==> src/rtl/pkt_tx_link.sv <==
// Transmit stage: plays one granted packet per grant as a framed beat stream, then an inter-frame gap.
// Optional per-class packet counters are enabled by defining PKT_TX_STATS_EN.
module pkt_tx_link #(
  parameter int LEN_W = 8,
  parameter int CH_W  = 4,
  parameter int IFG   = 2
) (
  input  logic             clk,
  input  logic             rst,
  input  logic             go,
  input  logic [LEN_W-1:0] pkt_len,
  input  logic [1:0]       active,
  input  logic [CH_W-1:0]  channel,
  output logic             link_ready,
  output logic             busy,
  output logic             tx_valid,
  output logic             tx_sof,
  output logic             tx_eof,
  output logic [CH_W-1:0]  tx_ch,
  output logic [1:0]       tx_class,
  output logic             done,
  output logic             err_grant,
  output logic [15:0]      stat_pkts_H,
  output logic [15:0]      stat_pkts_L,
  output logic [1:0]       dbg_state
);

  // Handshake: a grant is taken only on an edge where go=1 and link_ready=1 (IDLE);
  // a go seen while link_ready=0, or with class 00/11, is dropped and flags err_grant.
  typedef enum logic [1:0] {
    S_IDLE = 2'd0,
    S_TX   = 2'd1,
    S_GAP  = 2'd2
  } state_t;

  localparam logic [3:0] IFG_L  = 4'(IFG);
  localparam bit         NO_GAP = (IFG == 0);

  state_t           r_state;
  logic [LEN_W-1:0] r_cnt;
  logic [3:0]       r_gap;
  logic             r_link_ready;
  logic             r_busy;
  logic             r_tx_valid;
  logic             r_tx_sof;
  logic             r_tx_eof;
  logic [CH_W-1:0]  r_tx_ch;
  logic [1:0]       r_tx_class;
  logic             r_done;
  logic             r_err;
  logic             w_class_ok;

  assign w_class_ok = (active == 2'b01) || (active == 2'b10);

  always_ff @(posedge clk) begin
    if (rst) begin
      r_state      <= S_IDLE;
      r_cnt        <= '0;
      r_gap        <= '0;
      r_link_ready <= 1'b1;
      r_busy       <= 1'b0;
      r_tx_valid   <= 1'b0;
      r_tx_sof     <= 1'b0;
      r_tx_eof     <= 1'b0;
      r_tx_ch      <= '0;
      r_tx_class   <= 2'b00;
      r_done       <= 1'b0;
      r_err        <= 1'b0;
    end else begin
      r_done <= 1'b0;
      case (r_state)
        S_IDLE: begin
          if (go) begin
            if (!w_class_ok) begin
              r_err <= 1'b1;
            end else if (pkt_len == '0) begin
              r_done <= 1'b1;
            end else begin
              r_state      <= S_TX;
              r_cnt        <= pkt_len;
              r_tx_ch      <= channel;
              r_tx_class   <= active;
              r_tx_valid   <= 1'b1;
              r_tx_sof     <= 1'b1;
              r_tx_eof     <= (pkt_len == LEN_W'(1));
              r_link_ready <= 1'b0;
              r_busy       <= 1'b1;
            end
          end
        end
        S_TX: begin
          if (go) r_err <= 1'b1;
          // r_cnt holds the beats still to show, including the one on the link now
          if (r_cnt == LEN_W'(1)) begin
            r_tx_valid <= 1'b0;
            r_tx_sof   <= 1'b0;
            r_tx_eof   <= 1'b0;
            r_done     <= 1'b1;
            if (NO_GAP) begin
              r_state      <= S_IDLE;
              r_link_ready <= 1'b1;
              r_busy       <= 1'b0;
            end else begin
              r_state <= S_GAP;
              r_gap   <= IFG_L;
            end
          end else begin
            r_cnt    <= r_cnt - LEN_W'(1);
            r_tx_sof <= 1'b0;
            r_tx_eof <= (r_cnt == LEN_W'(2));
          end
        end
        S_GAP: begin
          if (go) r_err <= 1'b1;
          if (r_gap == 4'd1) begin
            r_state      <= S_IDLE;
            r_link_ready <= 1'b1;
            r_busy       <= 1'b0;
          end else begin
            r_gap <= r_gap - 4'd1;
          end
        end
        default: begin
          r_state      <= S_IDLE;
          r_link_ready <= 1'b1;
          r_busy       <= 1'b0;
        end
      endcase
    end
  end

`ifdef PKT_TX_STATS_EN
  logic [15:0] r_stat_h;
  logic [15:0] r_stat_l;
  logic        w_last_beat;

  // Counts land in the same edge that raises done, so they are visible in the done cycle
  assign w_last_beat = (r_state == S_TX) && (r_cnt == LEN_W'(1));

  always_ff @(posedge clk) begin
    if (rst) begin
      r_stat_h <= '0;
      r_stat_l <= '0;
    end else if (w_last_beat) begin
      if (r_tx_class == 2'b01 && r_stat_h != 16'hFFFF) r_stat_h <= r_stat_h + 16'd1;
      if (r_tx_class == 2'b10 && r_stat_l != 16'hFFFF) r_stat_l <= r_stat_l + 16'd1;
    end
  end

  assign stat_pkts_H = r_stat_h;
  assign stat_pkts_L = r_stat_l;
`else
  assign stat_pkts_H = 16'd0;
  assign stat_pkts_L = 16'd0;
`endif

  assign link_ready = r_link_ready;
  assign busy       = r_busy;
  assign tx_valid   = r_tx_valid;
  assign tx_sof     = r_tx_sof;
  assign tx_eof     = r_tx_eof;
  assign tx_ch      = r_tx_ch;
  assign tx_class   = r_tx_class;
  assign done       = r_done;
  assign err_grant  = r_err;
  assign dbg_state  = r_state;

endmodule

==> config.mk <==
export PLATFORM = sky130hd
export DESIGN_NAME = pkt_tx_link
export DESIGN_NICKNAME = d
export VERILOG_FILES = /design/src/rtl/pkt_tx_link.sv
export SDC_FILE = /design/constraint.sdc
export NUM_CORES = 1
export LEC_CHECK = 0
export ABC_CLOCK_PERIOD_IN_PS = 5200
export CAP_MARGIN = 20
export CORE_ASPECT_RATIO = 1.25
export CORE_MARGIN = 5
export CORE_UTILIZATION = 48
export CTS_CLUSTER_DIAMETER = 30
export DETAILED_ROUTE_END_ITERATION = 6
export MAX_ROUTING_LAYER = met4
export PLACE_DENSITY_LB_ADDON = 0.05
export SLEW_MARGIN = 40
export SYNTH_ARGS = -nofsm -noshare
export SYNTH_HDL_FRONTEND = slang
export SYNTH_SLANG_ARGS = --single-unit
==> constraint.sdc <==
create_clock -name clk -period 5.2 [get_ports clk]
set_input_delay 1.56 -clock clk [delete_from_list [all_inputs] [get_ports clk]]
set_output_delay 1.56 -clock clk [all_outputs]
set_load 0.01 [all_outputs]
**Run 1: PDN straps and rails**

Pins as bars on the die edge. Tap cells in grey.
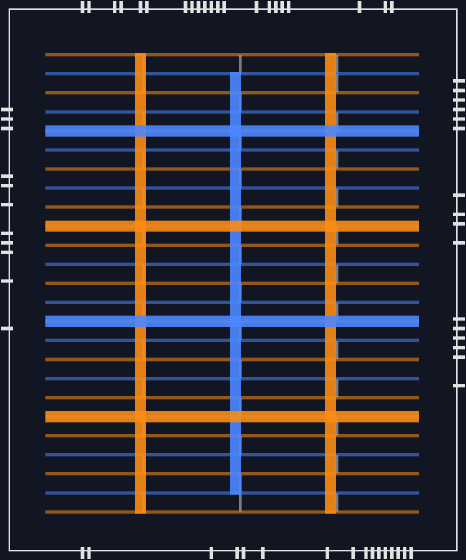
Key: orange = VSS; blue = VDD
3 straps on met4. The core has 24 rows. 4 straps on met5. 39 tap cells.
chip height: 77.1 um
Worst IR Drop VDD: 0.223 mV
width of the die: 63.7 um
Core Region: 3480 um^2

**Run 1: cell outlines without signal wires**

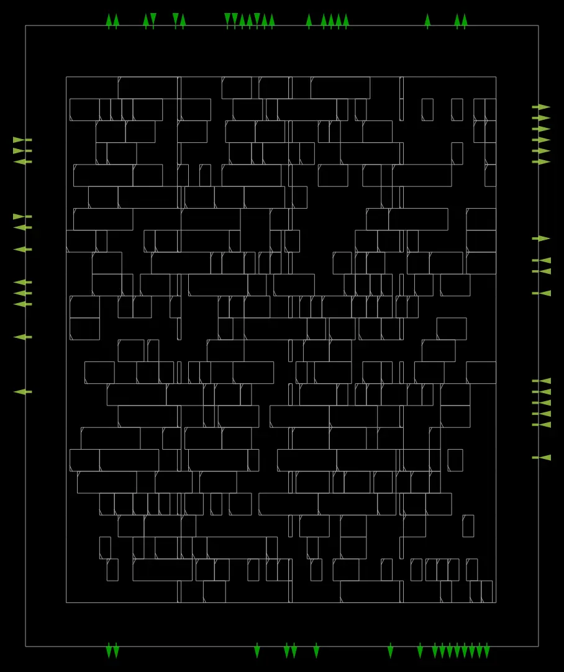
site row count: 24
tap cell instance count: 39
non-filler cells, final: 272

**Run 1: clock network drawn from the DEF**

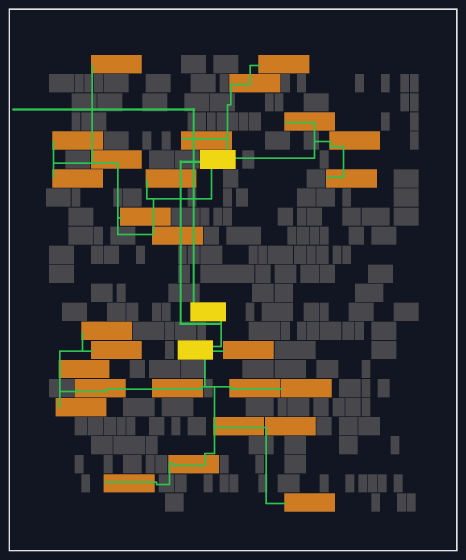
Key: orange = flip-flops [count 27]; green = clock wires [length 333 um]; yellow = cells driving clock nets [count 3]
There are 4 routed clock nets.
Clk Latency, worst-skew pair: 0.27 ns
Final Skew: 0.00721 ns

==> impl_metrics.env, run 1 <==
# yosys + openroad results
export IMPL_run_status="completed"
export IMPL_drcViolationCount=0
export IMPL_netlist_area_um2=1730
export IMPL_fmax_mhz=285
export IMPL_grt_ovfl_total=0
export IMPL_synthAoiAreaFrac=0.181
export IMPL_global_route_wire_length_before_repair_mm=6.67
export IMPL_max_cap_violations=0
export IMPL_synth_top_cell_area_share=0.313
export IMPL_worst_hold_path_type="reg2reg"
export IMPL_holdBufCountCts=0
export IMPL_grt_setup_unrepaired="false"
export IMPL_globalRouteTotalUtil=0.169
export IMPL_synth_area_mux_share=0.0485
export IMPL_path_depth=6
export IMPL_layout_filler_cells=349
export IMPL_postSynthAreaPerCell_um2=8.48
export IMPL_dp_cells=268
export IMPL_grt_util_met3=0.0336
export IMPL_netlist_top_cells_count="32 x buf_4, 27 x dfxtp_1, 25 x nor2_1, 13 x nand2_1, 11 x inv_1"
export IMPL_number_of_setup_violations_in_the_final_report=0
export IMPL_floorplan_stage_core_utilization=0.496
export IMPL_reg2reg_slack_ns=2.41
export IMPL_global_route_peak_usage_layer="met2"
export IMPL_detail_route_first_pass_iterations=4
export IMPL_place_port_buffers=31
export IMPL_synth_area_top_cells="dfxtp_1 31%, buf_4 14%, ha_1 6.5%"
export IMPL_highest_signal_layer="met4"
export IMPL_ys_cells=204
export IMPL_gpl_final_weighted_congestion=0.893
export IMPL_synth_cell_types=47
export IMPL_final_period_utilization=0.675
export IMPL_startpoint="active[1]"
export IMPL_timing_critical_path_slowest_stage_cell="clkdlybuf4s50_1"
export IMPL_xor_and_xnor_area_share_after_synthesis=0.0152
export IMPL_cts_resized_gates=0
export IMPL_met2RoutedLength_mm=2.19
export IMPL_drt_total_wl_mm=4.04
export IMPL_grt_met2_use=0.311
export IMPL_num_vias=1453
export IMPL_grt_use_met1=0.164
export IMPL_hpwlAfterDp_mm=3.18
export IMPL_cp_num_buf_inv=1
export IMPL_slew_limit_headroom=0.553
==> run 1: cells in the final DEF (no fill, tap or decap), types with 4 or more instances in the layout <==
cell type | Yosys | final
nor2_1 | 25 | 25
a21oi_1 | 9 | 9
clkdlybuf4s50_1 | 0 | 30
dfxtp_1 | 27 | 27
nor3_1 | 4 | 4
a211oi_1 | 6 | 6
nand2_1 | 13 | 13
and3_1 | 5 | 5
ha_1 | 9 | 9
mux2i_1 | 7 | 7
conb_1 | 1 | 32
o21ai_0 | 4 | 4
inv_1 | 11 | 11
==> run 1: metrics by stage <==
step / setup slack, ns / hold WS (ns)
3_3_place_gp: 1.51 / 0.454
2_1_floorplan: 2.17 / 0.471
6_report: 1.69 / 0.487
3_5_place_dp: 1.42 / 0.472
4_1_cts: 1.72 / 0.492
5_1_grt: 1.57 / 0.530
==> run 1: worst reg2reg max path, cell delays in order (launching register included) <==
cell	delay [ns]
dfxtp_1	0.35
inv_1	0.11
ha_1	0.60
clkinv_1	0.45
mux2i_2	0.56
nand2_1	0.30
a31o_2	0.32
==> run 1: cell type report <==
cell class / count / area share
well taps: 39 / 0.0247
repair buffers: 31 / 0.154
flip-flops and latches: 27 / 0.273
inverters: 12 / 0.0228
clock buffers: 4 / 0.0228
multi-input cells: 159 / 0.502
==> run 1: report_power, final <==
group | switching [mW] | total (mW) | internal [mW]
registers | 0.0347 | 0.282 | 0.248
clock network | 0.0619 | 0.117 | 0.0549
logic | 0.189 | 0.340 | 0.150
total | 0.286 | 0.739 | 0.453
==> run 1: flip-flops by register name, indices dropped and copies added, names as in the netlist <==
register    count
tx_valid        1
err_grant       1
r_gap           4
dbg_state       2
tx_sof          1
tx_class        2
r_cnt           8
tx_eof          1
tx_ch           4
done            1
busy            1
link_ready      1
==> run 2, diff against run 1 <==
--- a/config.mk
+++ b/config.mk
@@ -5,11 +5,11 @@
 export SDC_FILE = /design/constraint.sdc
 export NUM_CORES = 1
 export LEC_CHECK = 0
-export ABC_CLOCK_PERIOD_IN_PS = 5200
+export ABC_CLOCK_PERIOD_IN_PS = 3200
 export CAP_MARGIN = 20
 export CORE_ASPECT_RATIO = 1.25
 export CORE_MARGIN = 5
-export CORE_UTILIZATION = 48
+export CORE_UTILIZATION = 40
 export CTS_CLUSTER_DIAMETER = 30
 export DETAILED_ROUTE_END_ITERATION = 6
 export MAX_ROUTING_LAYER = met4
==> constraint.sdc (replaced) <==
create_clock -name clk -period 3.2 [get_ports clk]
set_input_delay 0.96 -clock clk [delete_from_list [all_inputs] [get_ports clk]]
set_output_delay 0.96 -clock clk [all_outputs]
set_load 0.01 [all_outputs]
**Run 2: cell outlines without signal wires**

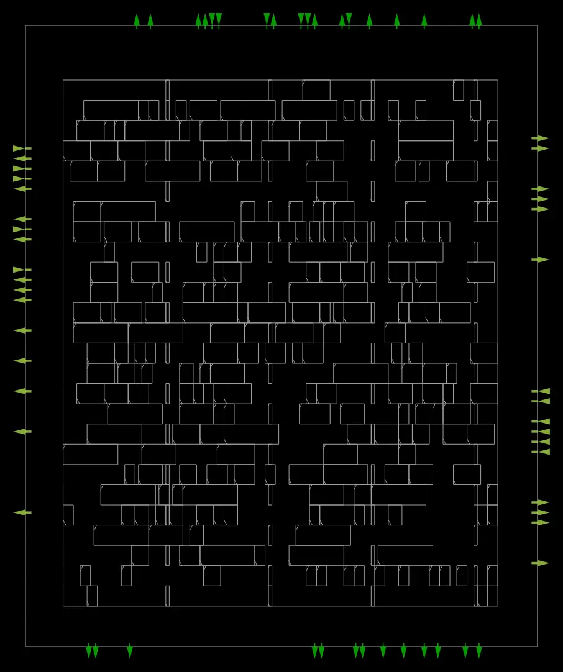
tally of filler cells in the layout: 443
fraction of standard cell area that is sequential: 0.265
non-filler cells, final: 294
Core Region: 4130 um^2
site row count: 26

**Run 2: the metal 2 layer**

Bar = 20 um.
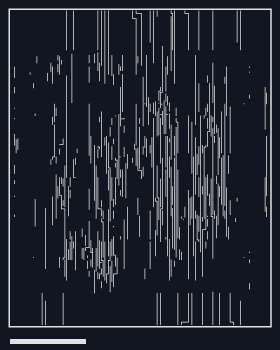
228 nets have wire on it. The layer carries 2140 um of wire. The longest straight run is 36.0 um. The wires run mostly vertical.
grt met2 use: 0.267
wire length reported by the detailed router: 4.14 mm
vias after detailed routing: 1448

==> impl_metrics.env, run 2 <==
# yosys + openroad results
export IMPL_run_status="completed"
export IMPL_die_height_um=83.5
export IMPL_power_internal_mw=0.754
export IMPL_p_sw_frac=0.389
export IMPL_layout_top_cell_excl_fill_tap="conb_1"
export IMPL_power_ir_vdd_worst_mv=0.268
export IMPL_xor_and_xnor_area_share_after_synthesis=0.0152
export IMPL_floorplan_stage_core_utilization=0.419
export IMPL_registers_top_by_ff_count="r_cnt"
export IMPL_synthAoiAreaFrac=0.181
export IMPL_place_port_buffers=31
export IMPL_grt_setup_unrepaired="false"
export IMPL_power_frac_clock=0.160
export IMPL_postPlaceCellArea_um2=2000
export IMPL_seq_power_share=0.368
export IMPL_number_of_flip_flops_under_the_largest_register_name=8
export IMPL_fmax_mhz=380
export IMPL_grt_util_met3=0.0243
export IMPL_synth_cell_types=47
export IMPL_postSynthAreaPerCell_um2=8.48
export IMPL_highest_signal_layer="met4"
export IMPL_max_cap_violations=0
export IMPL_comb_power_share=0.472
export IMPL_number_of_setup_violations_in_the_final_report=0
export IMPL_grt_ovfl_total=0
export IMPL_die_w_um=68.8
export IMPL_grt_use_met1=0.173
export IMPL_final_period_utilization=0.823
export IMPL_clock_insertion_delay_worst_skew_ns=0.28
export IMPL_met2RoutedLength_mm=2.14
export IMPL_worst_hold_path_type="reg2reg"
export IMPL_lay_top_cells="32 x conb_1, 31 x clkdlybuf4s50_1, 27 x dfxtp_1"
export IMPL_hpwlAfterDp_mm=3.24
export IMPL_gpl_final_weighted_congestion=0.868
export IMPL_netlist_top_cells_count="32 x buf_4, 27 x dfxtp_1, 25 x nor2_1, 13 x nand2_1, 11 x inv_1"
export IMPL_clk_transition_reported_paths_ns=0.09
export IMPL_slew_limit_headroom=0.602
export IMPL_netlist_area_um2=1730
export IMPL_synth_area_top_cells="dfxtp_1 31%, buf_4 14%, ha_1 6.5%"
export IMPL_worst_slack_on_hold_paths_ns=0.485
export IMPL_global_route_wire_length_before_repair_mm=6.69
export IMPL_finClkSkew_ns=0.00554
export IMPL_globalRouteTotalUtil=0.153
export IMPL_holdBufCountCts=0
export IMPL_drcViolationCount=0
export IMPL_ys_cells=204
export IMPL_cts_resized_gates=0
export IMPL_global_route_peak_usage_layer="met2"
export IMPL_switchingPower_mw=0.480
export IMPL_synth_top_cell_area_share=0.313
==> run 2: layout make-up <==
cell class	instances	share of cell area
repair buffers	36	0.170
inverters	12	0.0220
multi-input cells	159	0.486
clock inverters	1	0.00245
clock buffers	3	0.0202
well taps	56	0.0343
flip-flops and latches	27	0.265
==> run 2: critical path, cell delays in order <==
cell and delay [ns]:
clkdlybuf4s50_1 0.51, xor2_1 0.35, o211ai_4 0.16, mux2i_2 0.33, buf_4 0.21, a31oi_1 0.07
a211oi_1 0.23
==> run 2: kinds of logic (layout without fill, tap and decap cells) <==
family	after synthesis	count (layout)
and+or+nand+nor	66	66
buffers and inverters	49	52
AOI/OAI and AO/OA	41	41
DFF	27	27
adders and majority gates	9	9
muxes	8	8
xor gates and xnor gates	3	3
other	1	32
==> run 2: final timing paths <==
path / from / to / slack (ns) / depth (start not counted)
min: err_grant / err_grant / 0.49 / 2
min reg2reg: err_grant / err_grant / 0.49 / 2
max reg2reg: dbg_state[0] / r_gap[3] / 1.03 / 7
max: active[1] / r_cnt[3] / 0.57 / 7
==> run 2: per-stage QoR <==
step | power [mW] | setup slack [ns]
6_report | 1.23 | 0.568
5_1_grt | 1.34 | 0.420
3_5_place_dp | 1.04 | 0.286
4_1_cts | 1.24 | 0.562
3_3_place_gp | 1.03 | 0.306
2_1_floorplan | 0.879 | 0.766
==> run 2: power groups by stage <==
stage | registers [mW] | clock network, mW | logic (mW)
4_1_cts | 0.455 | 0.206 | 0.583
6_report | 0.455 | 0.197 | 0.582
3_5_place_dp | 0.461 | 0 | 0.581
2_1_floorplan | 0.465 | 0 | 0.414
5_1_grt | 0.466 | 0.230 | 0.644
3_3_place_gp | 0.461 | 0 | 0.571
Power figures rest on the tool's default switching activity, not on a simulated workload.
